### I/O nets highlighted

The bar under the picture is 20 µm long.
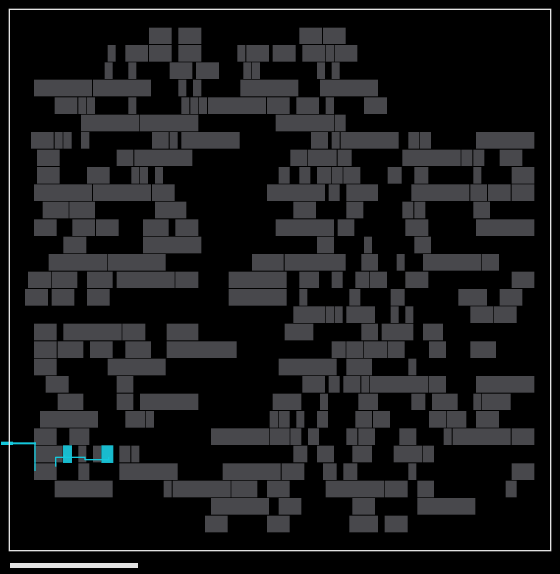
### Clock routing

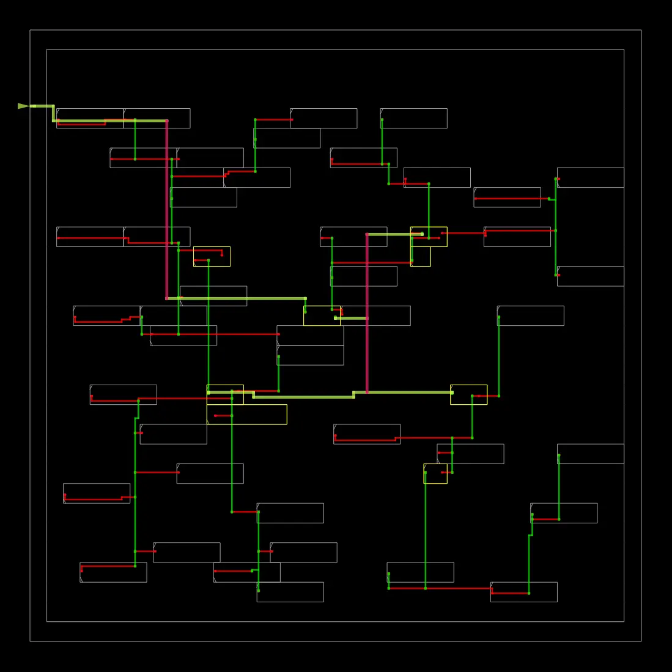
--- src/rtl/contr_ram_fifo_tx.sv ---
// contr_ram_fifo_tx
// Copies a block of bytes from a synchronous RAM into a TX FIFO, and
// independently drains that FIFO into a UART transmitter one byte at a time.
//
// Ports
//   clk, rst_n        system clock (rising edge), asynchronous active-low reset
//   start, len        transfer request level (rising edge starts) and byte count
//   ram_addr/ram_rden RAM read address and one-cycle read strobe
//   ram_q             RAM read data, valid the cycle after ram_rden
//   wrfull/wrreq      TX FIFO full flag and one-cycle write strobe
//   wrdata            TX FIFO write data
//   rdempty/rdreq     TX FIFO empty flag and one-cycle read strobe
//   fifo_q            TX FIFO read data, valid the cycle after rdreq
//   tx_busy           UART busy, rises the cycle after tx_en
//   tx_data/tx_en     byte and one-cycle strobe to the UART
//   busy, done        fill engine active / one-cycle end-of-transfer pulse
module contr_ram_fifo_tx #(
  parameter logic [7:0] BASE_ADDR = 8'd0
) (
  input  logic       clk,
  input  logic       rst_n,
  input  logic       start,
  input  logic [7:0] len,
  output logic [7:0] ram_addr,
  output logic       ram_rden,
  input  logic [7:0] ram_q,
  input  logic       wrfull,
  output logic       wrreq,
  output logic [7:0] wrdata,
  input  logic       rdempty,
  output logic       rdreq,
  input  logic [7:0] fifo_q,
  input  logic       tx_busy,
  output logic [7:0] tx_data,
  output logic       tx_en,
  output logic       busy,
  output logic       done
);

  typedef enum logic [1:0] {F_IDLE, F_ADDR, F_DATA, F_DONE} fillState_t;
  typedef enum logic [2:0] {T_IDLE, T_POP, T_LOAD, T_GUARD, T_WAIT} txState_t;

  logic       r_start1;
  logic       r_start2;
  logic       r_startSeen;
  logic       w_startEdge;

  fillState_t r_fillState;
  fillState_t w_fillNext;
  logic [7:0] r_ramAddr;
  logic [7:0] r_cnt;
  logic [7:0] r_wrdata;
  logic       r_wrreq;
  logic       r_done;
  logic       w_ramRden;
  logic       w_busy;

  txState_t   r_txState;
  txState_t   w_txNext;
  logic [7:0] r_txData;
  logic       r_txEn;
  logic       w_rdreq;

  // Start edge detector. On the first clock after reset both stages load the
  // same sampled level, so a start held high through reset release is not
  // mistaken for a fresh request.
  always_ff @(posedge clk or negedge rst_n) begin
    if (!rst_n) begin
      r_start1    <= 1'b0;
      r_start2    <= 1'b0;
      r_startSeen <= 1'b0;
    end else begin
      r_startSeen <= 1'b1;
      r_start1    <= start;
      r_start2    <= r_startSeen ? r_start1 : start;
    end
  end

  assign w_startEdge = r_start1 & ~r_start2;

  // Fill FSM state register.
  always_ff @(posedge clk or negedge rst_n) begin
    if (!rst_n) r_fillState <= F_IDLE;
    else        r_fillState <= w_fillNext;
  end

  // Fill FSM next state. Edges seen outside F_IDLE are simply dropped, and a
  // zero length never leaves idle. r_cnt==1 in F_DATA means the byte being
  // written now is the last one.
  always_comb begin
    w_fillNext = r_fillState;
    case (r_fillState)
      F_IDLE:  if (w_startEdge && (len != 8'd0)) w_fillNext = F_ADDR;
      F_ADDR:  if (!wrfull) w_fillNext = F_DATA;
      F_DATA:  w_fillNext = (r_cnt == 8'd1) ? F_DONE : F_ADDR;
      F_DONE:  w_fillNext = F_IDLE;
      default: w_fillNext = F_IDLE;
    endcase
  end

  // Fill FSM outputs. The RAM read is issued only when the FIFO can accept the
  // byte, so a full FIFO stalls the engine before any data is fetched.
  always_comb begin
    w_ramRden = (r_fillState == F_ADDR) && !wrfull;
    w_busy    = (r_fillState != F_IDLE);
  end

  // Fill datapath: address/count load, RAM-to-FIFO byte move and done pulse.
  // ram_q is valid in F_DATA because the read was issued in F_ADDR.
  always_ff @(posedge clk or negedge rst_n) begin
    if (!rst_n) begin
      r_ramAddr <= 8'd0;
      r_cnt     <= 8'd0;
      r_wrdata  <= 8'd0;
      r_wrreq   <= 1'b0;
      r_done    <= 1'b0;
    end else begin
      r_wrreq <= 1'b0;
      r_done  <= 1'b0;
      case (r_fillState)
        F_IDLE: begin
          if (w_fillNext == F_ADDR) begin
            r_ramAddr <= BASE_ADDR;
            r_cnt     <= len;
          end
        end
        F_DATA: begin
          r_wrdata  <= ram_q;
          r_wrreq   <= 1'b1;
          r_ramAddr <= r_ramAddr + 8'd1;
          r_cnt     <= r_cnt - 8'd1;
        end
        F_DONE:  r_done <= 1'b1;
        default: ;
      endcase
    end
  end

  // Drain FSM state register.
  always_ff @(posedge clk or negedge rst_n) begin
    if (!rst_n) r_txState <= T_IDLE;
    else        r_txState <= w_txNext;
  end

  // Drain FSM next state. T_GUARD covers the cycle in which tx_en is visible
  // but the UART has not yet raised tx_busy.
  always_comb begin
    w_txNext = r_txState;
    case (r_txState)
      T_IDLE:  if (!rdempty && !tx_busy) w_txNext = T_POP;
      T_POP:   w_txNext = T_LOAD;
      T_LOAD:  w_txNext = T_GUARD;
      T_GUARD: w_txNext = T_WAIT;
      T_WAIT:  if (!tx_busy) w_txNext = T_IDLE;
      default: w_txNext = T_IDLE;
    endcase
  end

  // Drain FSM outputs.
  always_comb begin
    w_rdreq = (r_txState == T_IDLE) && !rdempty && !tx_busy;
  end

  // Drain datapath: the popped byte and its strobe leave together.
  always_ff @(posedge clk or negedge rst_n) begin
    if (!rst_n) begin
      r_txData <= 8'd0;
      r_txEn   <= 1'b0;
    end else begin
      r_txEn <= 1'b0;
      if (r_txState == T_LOAD) begin
        r_txData <= fifo_q;
        r_txEn   <= 1'b1;
      end
    end
  end

  assign ram_addr = r_ramAddr;
  assign ram_rden = w_ramRden;
  assign wrreq    = r_wrreq;
  assign wrdata   = r_wrdata;
  assign rdreq    = w_rdreq;
  assign tx_data  = r_txData;
  assign tx_en    = r_txEn;
  assign busy     = w_busy;
  assign done     = r_done;

endmodule
--- config.mk ---
export PLATFORM = sky130hd
export DESIGN_NAME = contr_ram_fifo_tx
export DESIGN_NICKNAME = d
export VERILOG_FILES = /design/src/rtl/contr_ram_fifo_tx.sv
export SDC_FILE = /design/constraint.sdc
export NUM_CORES = 1
export LEC_CHECK = 0
export CAP_MARGIN = 20
export CORE_MARGIN = 2
export CORE_UTILIZATION = 30
export CTS_CLUSTER_SIZE = 10
export DETAILED_ROUTE_END_ITERATION = 7
export PLACE_DENSITY_LB_ADDON = 0.12
export SLEW_MARGIN = 20
export SYNTH_ARGS = -nofsm -noshare
export SYNTH_HDL_FRONTEND = slang
export SYNTH_SLANG_ARGS = --single-unit
--- constraint.sdc ---
create_clock -name clk -period 1.93 [get_ports clk]
set_input_delay 0.193 -clock clk [delete_from_list [all_inputs] [get_ports clk]]
set_output_delay 0.193 -clock clk [all_outputs]
set_load 0.01 [all_outputs]
==> results.yml <==
# yosys + openroad results
outcome:
  status: "completed"
setup_path:
  worstPathCellList: "nor3b_2, clkdlybuf4s50_1"
  slowest_stage: "clkdlybuf4s50_1"
  cp-startpoint: "r_fillState[1]"
  crit_fanout: 9
logic_synthesis:
  top_area_cell: "dfrtp_1"
  ys_sh_aoi_pct: 12.4
  yosys-top-cells-count: "43 x dfrtp_1, 32 x nand2_1, 10 x mux2_2"
  syn-cell-area_mm2: 0.00193
  ys_cells: 179
  adder_share_pct: 1.94
  numSynthFlops: 43
  top_cells_by_area: "dfrtp_1 56%, nand2_1 6.2%, mux2_2 5.8%"
  top_cell_area_share_pct: 55.7
  mux_area_share_pct: 6.86
  synth_seq_share_pct: 55.7
timing:
  worst_pin_slew_ns: 0.675
  skew_ns: 0.00408
  fin_ws_ns: 0.124
  relSlewSlack_pct: 55.0
  hold_viol_final: 0
  slew_violations: 0
place:
  dp.cells: 323
  placed_cell_area_mm2: 0.00270
detailed_routing:
  drc: 0
  drt-initial-drc-count: 69
  drt_first_pass_iters: 4
  drt-met1-wl_mm: 2.17
worst_hold_path:
  hp-class: "primary input to flip-flop"
power_and_ir_drop:
  power_combinational_mw: 1.69
  p_leak_nw: 1.25
  total_power_mw: 3.98
  maxPowerGroup: "combinational logic"
clocking:
  cts_buffers: 5
floorplan:
  boundaryPins: 60
  core-area_mm2: 0.00628
global_route:
  grt_pass1_vias: 1590
  track_usage_pct: 13.8
finish:
  drive_gt1_share_pct: 18.4
About 'I/O nets highlighted':
Key: `tx_busy` = cyan [bits 1, direction input, edge west, end cells 2, buffers 1, wire 18.4 µm]

About 'Clock routing':
FFs & Latches: 43
CTS Sinks: 43

-- worst max-delay path: cells and delay by family, from the launching register on --
kind	cells	cell delay, ns
buffers and inverters	1	0.57
AND/OR/NAND/NOR	1	0.27
flip-flops	1	0.47
-- placed cells by master (no fill, tap or decap), drive strengths merged, types with 2 or more instances in the layout --
cell type | synthesis | layout
nor3b | 3 | 3
nand3 | 5 | 5
dfrtp | 43 | 43
nor4 | 2 | 2
nor3 | 3 | 3
mux2 | 10 | 10
o211ai | 4 | 4
nand4 | 2 | 2
and3 | 2 | 2
nand2 | 32 | 32
a211oi | 2 | 2
nand2b | 2 | 2
a211o | 2 | 2
dlymetal6s2s | 0 | 2
clkbuf | 4 | 5
or4 | 2 | 2
or2 | 2 | 2
inv | 6 | 7
clkdlybuf4s50 | 0 | 56
buf | 4 | 17
a21oi | 7 | 7
o21ai | 9 | 9
xnor2 | 2 | 2
o21a | 2 | 2
mux2i | 2 | 2
nor2 | 9 | 9
a22oi | 2 | 2
ha | 3 | 3
-- worst min path at each step --
stage / depth (start not counted) / to / start
5_1_grt: 1 / r_start1 / start
4_1_cts: 1 / r_start1 / start
6_report: 1 / r_start1 / start
3_3_place_gp: 1 / r_cnt[3] / rst_n
3_5_place_dp: 1 / r_cnt[6] / rst_n
2_1_floorplan: 0 / done / rst_n
-- layout make-up --
| cell class | count | area [µm²] | share of cell area [%] |
|---|---|---|---|
| clock inverter | 3 | 46.3 | 1.63 |
| multi-input combinational | 122 | 800 | 28.2 |
| sequential | 43 | 1080 | 38.0 |
| inverter | 6 | 22.5 | 0.795 |
| timing repair buffer | 76 | 721 | 25.5 |
| clock buffer | 5 | 68.8 | 2.43 |
| tap | 77 | 96.3 | 3.40 |
